==> images/clock_map.png <==
Scale: 4 px per um.
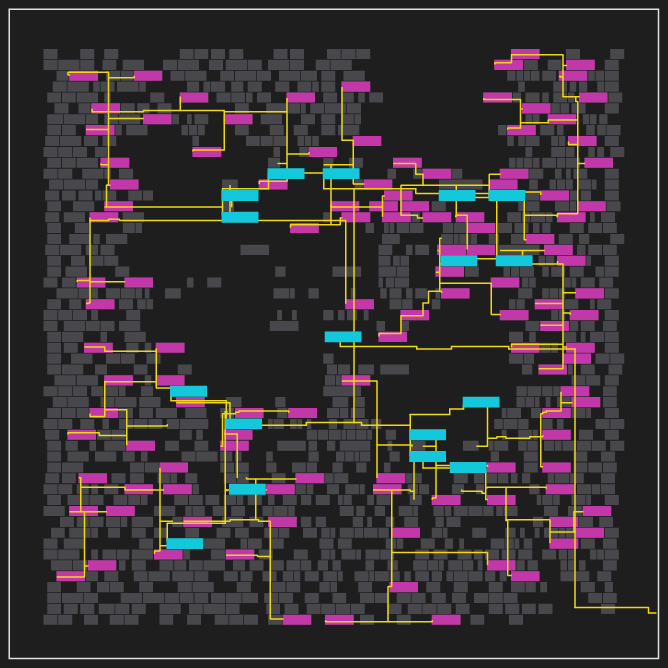
==> images/final_clocks.png <==
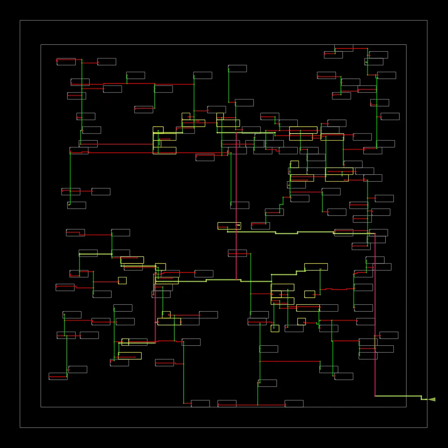
==> src/rtl/fp_mul_arbiter.sv <==
// Round-robin front end that shares one pipelined FP32 multiplier among
// NUM_REQ clients, routes results back by tag and flushes subnormals to zero.

package fp_mul_arbiter_pkg;

  localparam int unsigned DATA_W = 32;

  // IEEE-754 single-precision zeros used when flushing subnormal results
  localparam logic [DATA_W-1:0] FP_POS_ZERO = 32'h0000_0000;
  localparam logic [DATA_W-1:0] FP_NEG_ZERO = 32'h8000_0000;

  // Field view of a single-precision word
  typedef struct packed {
    logic        sign;
    logic [7:0]  exp;
    logic [22:0] man;
  } fp32_t;

endpackage

module fp_mul_arbiter
  import fp_mul_arbiter_pkg::*;
#(
  parameter int unsigned NUM_REQ = 4,
  parameter int unsigned LAT     = 3
) (
  input  logic                      clk,
  input  logic                      rst_n,
  input  logic [NUM_REQ-1:0]        req,
  input  logic [DATA_W*NUM_REQ-1:0] req_a,
  input  logic [DATA_W*NUM_REQ-1:0] req_b,
  output logic [NUM_REQ-1:0]        gnt,
  output logic [NUM_REQ-1:0]        resp_vld,
  output logic [DATA_W-1:0]         resp_data,
  output logic                      fpu_vld,
  output logic [DATA_W-1:0]         fpu_a,
  output logic [DATA_W-1:0]         fpu_b,
  input  logic [DATA_W-1:0]         fpu_result,
  output logic [3:0]                inflight
);

  localparam int unsigned IDX_W = (NUM_REQ > 1) ? $clog2(NUM_REQ) : 1;

  // Issue tag travelling alongside an operation in the multiplier
  typedef struct packed {
    logic             vld;
    logic [IDX_W-1:0] tag;
  } tag_t;

  logic [IDX_W-1:0]  ptr;
  logic [IDX_W-1:0]  gnt_idx_c;
  logic              found_c;
  logic [NUM_REQ-1:0] gnt_c;
  logic              accept_c;
  logic [DATA_W-1:0] sel_a_c;
  logic [DATA_W-1:0] sel_b_c;
  tag_t              issue_tag;
  tag_t              tag_pipe [LAT];
  tag_t              qual_c;

  // Index base+off modulo NUM_REQ; base < NUM_REQ and off <= NUM_REQ
  function automatic logic [IDX_W-1:0] wrap_idx(input logic [IDX_W-1:0] base,
                                                input int unsigned off);
    int unsigned sum;
    sum = 32'(base) + off;
    if (sum >= NUM_REQ) sum = sum - NUM_REQ;
    return IDX_W'(sum);
  endfunction

  // Subnormal results become a zero of the same sign
  function automatic logic [DATA_W-1:0] flush_sub(input logic [DATA_W-1:0] x);
    fp32_t f;
    f = fp32_t'(x);
    if (f.exp == 8'h00 && f.man != 23'h0)
      return f.sign ? FP_NEG_ZERO : FP_POS_ZERO;
    return x;
  endfunction

  // Search upward from ptr+1 with wrap; the last-granted client is checked last
  always_comb begin
    gnt_idx_c = '0;
    found_c   = 1'b0;
    gnt_c     = '0;
    for (int unsigned i = 1; i <= NUM_REQ; i++) begin
      if (!found_c && req[wrap_idx(ptr, i)]) begin
        found_c   = 1'b1;
        gnt_idx_c = wrap_idx(ptr, i);
      end
    end
    if (found_c) gnt_c[gnt_idx_c] = 1'b1;
  end

  assign gnt      = rst_n ? gnt_c : '0;
  assign accept_c = rst_n & found_c;

  // Operand mux for the granted client
  always_comb begin
    sel_a_c = '0;
    sel_b_c = '0;
    for (int unsigned i = 0; i < NUM_REQ; i++) begin
      if (gnt_idx_c == IDX_W'(i)) begin
        sel_a_c = req_a[DATA_W*i +: DATA_W];
        sel_b_c = req_b[DATA_W*i +: DATA_W];
      end
    end
  end

  // Round-robin pointer remembers the last granted client
  always_ff @(posedge clk) begin
    if (!rst_n)        ptr <= IDX_W'(NUM_REQ - 1);
    else if (accept_c) ptr <= gnt_idx_c;
  end

  // Issue register: operands held when nothing is accepted
  always_ff @(posedge clk) begin
    if (!rst_n) begin
      fpu_vld   <= 1'b0;
      fpu_a     <= '0;
      fpu_b     <= '0;
      issue_tag <= '0;
    end else begin
      fpu_vld       <= accept_c;
      issue_tag.vld <= accept_c;
      issue_tag.tag <= gnt_idx_c;
      if (accept_c) begin
        fpu_a <= sel_a_c;
        fpu_b <= sel_b_c;
      end
    end
  end

  // Tag delay line; its last stage lines up with the valid fpu_result cycle
  always_ff @(posedge clk) begin
    if (!rst_n) begin
      for (int unsigned k = 0; k < LAT; k++) tag_pipe[k] <= '0;
    end else begin
      tag_pipe[0] <= issue_tag;
      for (int unsigned k = 1; k < LAT; k++) tag_pipe[k] <= tag_pipe[k-1];
    end
  end

  assign qual_c = tag_pipe[LAT-1];

  // Response register: one-hot strobe to the owner, data held between results
  always_ff @(posedge clk) begin
    if (!rst_n) begin
      resp_vld  <= '0;
      resp_data <= '0;
    end else begin
      resp_vld <= '0;
      if (qual_c.vld) begin
        resp_vld[qual_c.tag] <= 1'b1;
        resp_data            <= flush_sub(fpu_result);
      end
    end
  end

  // Outstanding-operation count: accepted but not yet delivered
  always_ff @(posedge clk) begin
    if (!rst_n) begin
      inflight <= '0;
    end else begin
      case ({accept_c, |resp_vld})
        2'b10:   inflight <= inflight + 4'd1;
        2'b01:   inflight <= inflight - 4'd1;
        default: inflight <= inflight;
      endcase
    end
  end

endmodule

==> config.mk <==
export PLATFORM = sky130hd
export DESIGN_NAME = fp_mul_arbiter
export DESIGN_NICKNAME = d
export VERILOG_FILES = /design/src/rtl/fp_mul_arbiter.sv
export SDC_FILE = /design/constraint.sdc
export NUM_CORES = 1
export LEC_CHECK = 0
export CORE_MARGIN = 8
export CORE_UTILIZATION = 30
export CTS_CLUSTER_SIZE = 16
export DETAILED_ROUTE_END_ITERATION = 8
export PLACE_DENSITY = 0.73
export SLEW_MARGIN = 20
export SYNTH_ARGS = -nofsm -noshare
export SYNTH_HDL_FRONTEND = slang
export SYNTH_SLANG_ARGS = --single-unit
==> constraint.sdc <==
create_clock -name clk -period 3.35 [get_ports clk]
set_input_delay 0.5025 -clock clk [delete_from_list [all_inputs] [get_ports clk]]
set_output_delay 0.5025 -clock clk [all_outputs]
set_load 0.05 [all_outputs]
==> results_dict.tcl <==
# metrics dict for downstream scripts
set metrics [dict create \
    yosysTopAreaCell "dfxtp_1" \
    p_total_mw 5.35 \
    flop_area_sq_um 2360 \
    antenna_left 0 \
    status "completed" \
    yosys_area_sq_um 6390 \
    syn_area_sq_um 6390 \
    syn_avg_cell_area_sq_um 9.61 \
    met1_usage_pct 23.1 \
    combGateArea_sq_um 3730 \
    critPathLaunchType "primary input" \
    setup_viol 0 \
    yosys-top-cells-area "dfxtp_1 37%, a221oi_2 8.2%, mux2_4 8.2%, a211oi_1 5.4%, o21ai_0 5.2%" \
    p_leak_nw 4.10 \
    drt_iter0_markers 418 \
    worst-path-stages 6 \
    cts_tree "done" \
    yosysWarnings 0 \
    worst_pin_slew_ns 1.08 \
    max_clock_freq_ghz 0.347 \
    clkTransAtPathRegs_ns 0.06 \
    yosys_most_used_dff "dfxtp_1" \
    rsz0062_at_grt "no" \
    slew_headroom_pct 27.8 \
    synth_seq_share_pct 37.0 \
    report.final.slew_viol_count 0 \
    sh_seq_area_pct 20.9 \
    crit_arrival_ns 2.38 \
    firstDrtPassIters 4 \
    min-delay-start "tag_pipe[0][2]" \
    antenna_found_initial 0 \
    finalCriticalPeriod_ns 2.88 \
    crit_buf_inv 3 \
    io_pins 403 \
    post-route-period-util_pct 86.1 \
    r2r_cells 8 \
    postPlaceCellArea_sq_um 10700 \
    top_area_share_pct 37.0 \
    final_area_sq_um 11300 \
    hold_path.class "reg2reg" \
    nWellTaps 275 \
    slowest_stage "clkdlybuf4s50_1" \
    num-nets-final 1337 \
    warnings 26 \
    drc_errors 0 \
    yosysUniqueCellTypes 48 \
    hold_buffers 0 \
    drive_gt1_share_pct 14.4 \
    comb_share_pct 32.9 \
    num_rows 53 \
    n_antenna_cell 0 \
    placed_cells 1297 \
    logic_gates 474 \
    powerDensity_nw_per_um2 473 \
    dp_hpwl_um 22100 \
]
## Picture notes: clock_map.png
clock wires -> yellow  # length 1,980 um
flip-flops -> magenta  # count 118
cells driving clock nets -> cyan  # count 17
flops lie = all over the die
Clock net power: 1.93 mW
Clock Latency Late Sink: 0.42 ns

## Picture notes: final_clocks.png
# clk buffers: 17
Num CTS Buffers: 17
flip-flops: 118
Clock Sinks: 118
skew final: 0.0116 ns

==> cells in the mapped netlist, types with 6 or more instances <==
cell type / n
clkbuf_1: 37
dfxtp_1: 118
o2bb2ai_1: 38
a221oi_2: 35
mux2_2: 6
nor4_1: 7
nand2b_1: 23
buf_2: 14
a31oi_1: 27
a21oi_1: 28
nand3_1: 27
mux2i_1: 33
and2_1: 10
o21ai_0: 67
nor2_1: 21
mux2_4: 35
buf_1: 7
nand2_1: 29
a211oi_1: 46
==> cells by family (layout without fill, tap and decap cells) <==
group,after synthesis,after routing,synth area share (%)
AND-OR/OR-AND,253,253,30.4
XOR/XNOR,4,4,0.548
adder cells (fa/ha/maj),2,2,0.391
buffers and inverters,73,462,5.44
flip-flops,118,118,37.0
multiplexers,74,74,14.4
AND/OR/NAND/NOR,141,141,11.8
==> layer usage <==
metal  wire length [um]  up-vias
met5                  0        -
met2              14400      277
met4                524        0
met3               2880       28
met1              11100     3239
li1                   -     3303
==> sequential cells by signal (all words and copies together), names as in the netlist <==
| register | cells |
|---|---|
| fpu_a | 32 |
| fpu_b | 32 |
| inflight | 4 |
| issue_tag | 3 |
| ptr | 2 |
| resp_data | 32 |
| resp_vld | 4 |
| tag_pipe | 9 |
==> stage by stage <==
| step | util [%] | hold slack [ns] | worst slack (ns) |
|---|---|---|---|
| 2_1_floorplan | - | 0.412 | 0.271 |
| 3_3_place_gp | 51.1 | 0.414 | 0.286 |
| 3_5_place_dp | 51.1 | 0.420 | 0.240 |
| 4_1_cts | 54.0 | 0.434 | 0.440 |
| 5_1_grt | 54.0 | 0.455 | 0.386 |
| 6_report | 54.0 | 0.429 | 0.467 |
==> power by group <==
group	switching, mW	internal, mW
clock	0.800	1.13
combinational	0.977	0.838
sequential	0.0669	1.53
No activity file was given, so power comes from the tool's default toggle rates.
